==> config.mk <==
export PLATFORM = sky130hd
export DESIGN_NAME = count_tick_gen
export DESIGN_NICKNAME = d
export VERILOG_FILES = /design/src/rtl/cnt_pkg.sv /design/src/rtl/mode_debounce.sv /design/src/rtl/count_tick_gen.sv
export SDC_FILE = /design/constraint.sdc
export NUM_CORES = 1
export LEC_CHECK = 0
export CAP_MARGIN = 20
export CORE_MARGIN = 3
export CORE_UTILIZATION = 23
export CTS_BUF_LIST = sky130_fd_sc_hd__clkbuf_16
export CTS_CLUSTER_DIAMETER = 150
export DETAILED_ROUTE_END_ITERATION = 7
export GPL_ROUTABILITY_DRIVEN = 0
export GPL_TIMING_DRIVEN = 0
export PLACE_DENSITY = 0.42
export SKIP_LAST_GASP = 1
export SYNTH_ARGS = -nofsm -noshare
export SYNTH_HDL_FRONTEND = slang
export SYNTH_SLANG_ARGS = --single-unit
==> constraint.sdc <==
create_clock -name clk -period 4.1 [get_ports clk]
set_clock_uncertainty 0.15 [all_clocks]
set_input_delay 0.82 -clock clk [delete_from_list [all_inputs] [get_ports clk]]
set_output_delay 0.82 -clock clk [all_outputs]
set_load 0.02 [all_outputs]
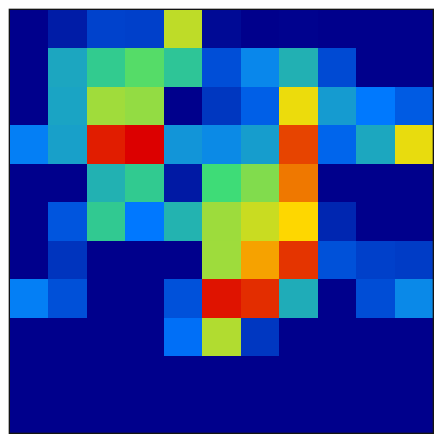
*Wire density map, run 1*
(8 px per µm) 11 x 11 tiles, from dark blue (low) to red (high), scaled to the fullest tile. Values are wire area over tile area, all layers added.
The mean over all tiles is 0.048. The fullest tile reaches 0.22. 47% of the tiles are nearly empty. 17% of the tiles are over half the peak. The emptiest ninth of the die: bottom left. The densest ninth of the die: middle.
total number of vias: 307
Routed WL: 831 µm
Wirelength per Cell: 11.2 µm

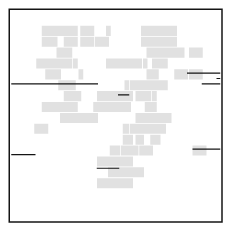
*M3 wires, run 1*
(4 px per µm) Cells faint in the background.
The wires run mostly horizontal. 7 nets have wire on it. The longest straight run is 21.4 µm. The layer carries 54.7 µm of wire. The layer holds 6.6% of the routed length.
met3 usage in global routing: 0.0342

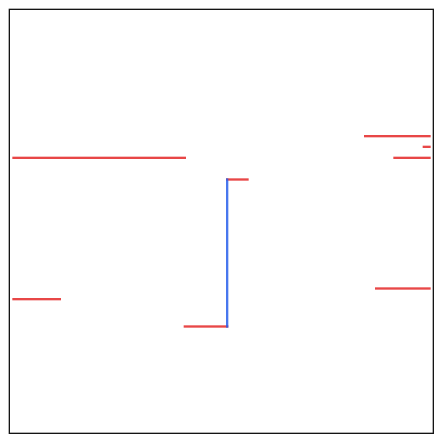
*Metal layers overlaid, run 1*
(8 px per µm) Only two layers are drawn.
Key: M4 = blue [wire length 18.4 µm]; M3 = red [wire length 54.7 µm]
Global Route Usage Sum: 0.0738

==> reports/summary.rpt, run 1 <==
==============================================================================
Run status                                                        finished, final reports clean
Multi-input combinational gate total                                        20
Resized cells post-CTS                                                       0
Final std cells w/o fill                                                    74
Number of cells on the worst hold path                                       0
Clock buffer instance count of the final layout                              3
Post-route minimum period                                              2.35 ns
Reg-to-reg setup timing slack                                          2.61 ns
Diode insertion count for antenna repair                                     0
CTS HTree Levels                                                             1
Root Buffer                                                       sky130_fd_sc_hd__clkbuf_16
Via/cell ratio                                                            4.15
Flop share of the area                                                   0.467
Aggregate negative setup slack                                            0 ns
Gate family responsible for the most delay along the worst path   buffers and inverters
Post-Synthesis Cell Area                                               504 µm²
Synth Instances                                                             34
Hold Path Class                                                   register to register
Switching power                                                         158 µW
Share of power burned in combinational logic                             0.304
Arrival time reported for the critical path endpoint                   1.38 ns
Wire length of the first global-routing pass                           1390 µm
Die width                                                              52.8 µm
Power in the clock group                                                178 µW
Final setup vio count                                                        0
Count of final max-slew check failures                                       0
Internal power of the cells                                             405 µW
Non-clock buffer count in the final layout                                   9
Largest net degree at the start of global routing                           14
==============================================================================
-- run 1: metrics by stage --
step / utilization / cell area, µm²
final: 0.350 / 707
after global routing: 0.350 / 707
after CTS: 0.350 / 707
after detailed placement: 0.311 / 628
after global placement: 0.311 / 628
after floorplan: - / 504
-- run 1: kinds of logic after synthesis --
group,share of synthesized area
flip-flops,0.655
AND/OR/NAND/NOR,0.107
multiplexers,0.112
adder cells (fa/ha/maj),0.0744
XOR/XNOR,0.0347
AND-OR/OR-AND,0.00992
buffers and inverters,0.00744
-- run 1: metal layers --
metal,track usage,wire [µm],vias up
met3,0.0342,54,2
met5,0,0,-
li1,-,-,141
met2,0.122,431,8
met1,0.0722,326,156
met4,0.0511,18,0
## Run 2: what changed since run 1
clock period = 2.2 ns   (was 4.1 ns; I/O delays follow)
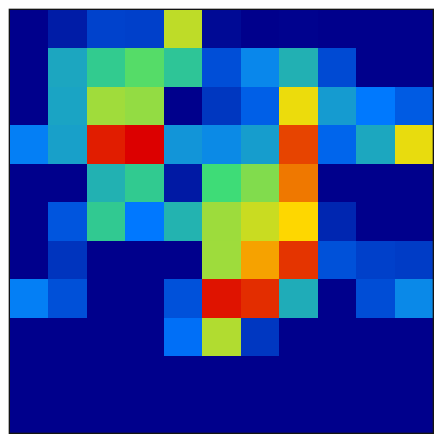
*Wire density map, run 2*
(8 px per µm) 11 x 11 tiles, from dark blue (low) to red (high), scaled to the fullest tile. Values are wire area over tile area, all layers added.
The fullest tile reaches 0.22. The densest ninth of the die: middle. 47% of the tiles are nearly empty. The mean over all tiles is 0.048.

==> run 2 against run 1 <==
Effect of this change:
- count of clock-buffer cells in the layout unchanged
- sequential power up 86%
- die area unchanged
- largest power group unchanged
==> reports/summary.rpt, run 2 <==
==============================================================================
Largest net degree at the start of global routing                           14
Wire length of the first global-routing pass                           1390 µm
EDFF count, synth                                                            0
Post-route minimum period                                              1.97 ns
Count of final max-slew check failures                                       0
Buffers from clock root to sink, at most                                     2
Non-clock buffer count in the final layout                                   9
Reg-to-reg setup timing slack                                          0.71 ns
Number of cells on the worst hold path                                       0
Tally of OpenROAD warnings                                                  26
Pwr Density                                                        1490 nW/µm²
Aggregate negative setup slack                                            0 ns
Busiest layer in global routing                                           met2
Via/cell ratio                                                            4.15
Finished layout cell area                                              707 µm²
Resized cells post-CTS                                                       0
Run status                                                        finished, final reports clean
Row count                                                                   16
Total die size                                                        2790 µm²
Wirelength per Cell                                                    11.2 µm
GR Layer Usage met2                                                      0.122
Final design utilization                                                 0.350
Final std cells w/o fill                                                    74
Routed WL                                                               831 µm
First-pass iteration count of the detailed router                            2
Worst path cell trace                                             clkdlybuf4s50_1
Global Route Usage Sum                                                  0.0738
Sequential cell area fraction in the yosys report                        0.655
Clock buffer instance count of the final layout                              3
Final setup vio count                                                        0
Cell area reported after detailed placement                            628 µm²
Multi-input combinational gate total                                        20
Met1 usage                                                              0.0722
Flop share of the area                                                   0.467
Root Buffer                                                       sky130_fd_sc_hd__clkbuf_16
Diode insertion count for antenna repair                                     0
Hold Path Class                                                   register to register
Met3 usage in global routing                                            0.0342
Post-Synthesis Cell Area                                               504 µm²
Total number of vias                                                       307
Gate family responsible for the most delay along the worst path   buffers and inverters
# fillers                                                                  198
Die width                                                              52.8 µm
# Post-CTS Setup Buffers                                                     0
NonClk Buf Share                                                         0.127
==============================================================================
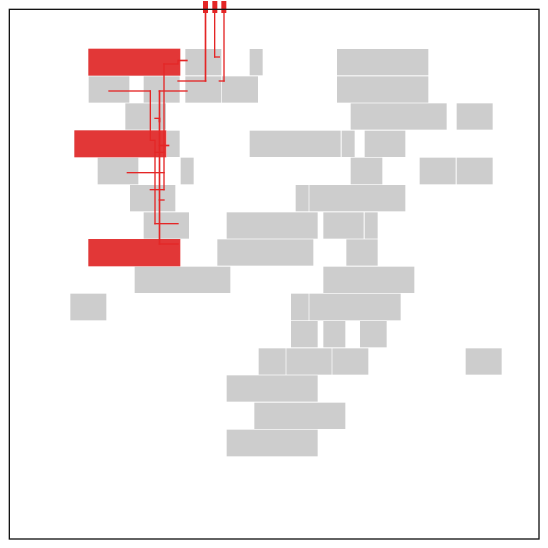
*Port wiring, run 2*
(10 px per µm)
Key: `div_cnt` = red [bits 3, direction output, edge top, end cells 3, buffers 3, wire 85.3 µm]
boundary pin count: 10
number of input and output port buffers inserted: 9

[run 2: cell counts after synthesis]
Identical to the previous run, type by type.
[run 2: kinds of logic (layout without fill, tap and decap cells)]
family | after synthesis | after routing | share of synthesized area
buf+inv | 1 | 14 | 0.00744
compound gates | 1 | 1 | 0.00992
fa+ha+maj | 3 | 3 | 0.0744
flops | 13 | 13 | 0.655
xor+xnor | 2 | 2 | 0.0347
simple gates | 9 | 9 | 0.107
mux | 5 | 5 | 0.112
[run 2: where the power goes]
group | internal, mW | switching, mW | total, mW
Combinational | 0.180 | 0.139 | 0.320
Clock | 0.239 | 0.0925 | 0.331
Sequential | 0.336 | 0.0635 | 0.399
[run 2: layer usage]
metal,vias up,part of all wire
met5,-,0
met4,0,0.022
met3,2,0.065
met2,8,0.52
met1,156,0.39
li1,141,-
Power is estimated from default activity; no workload was simulated.
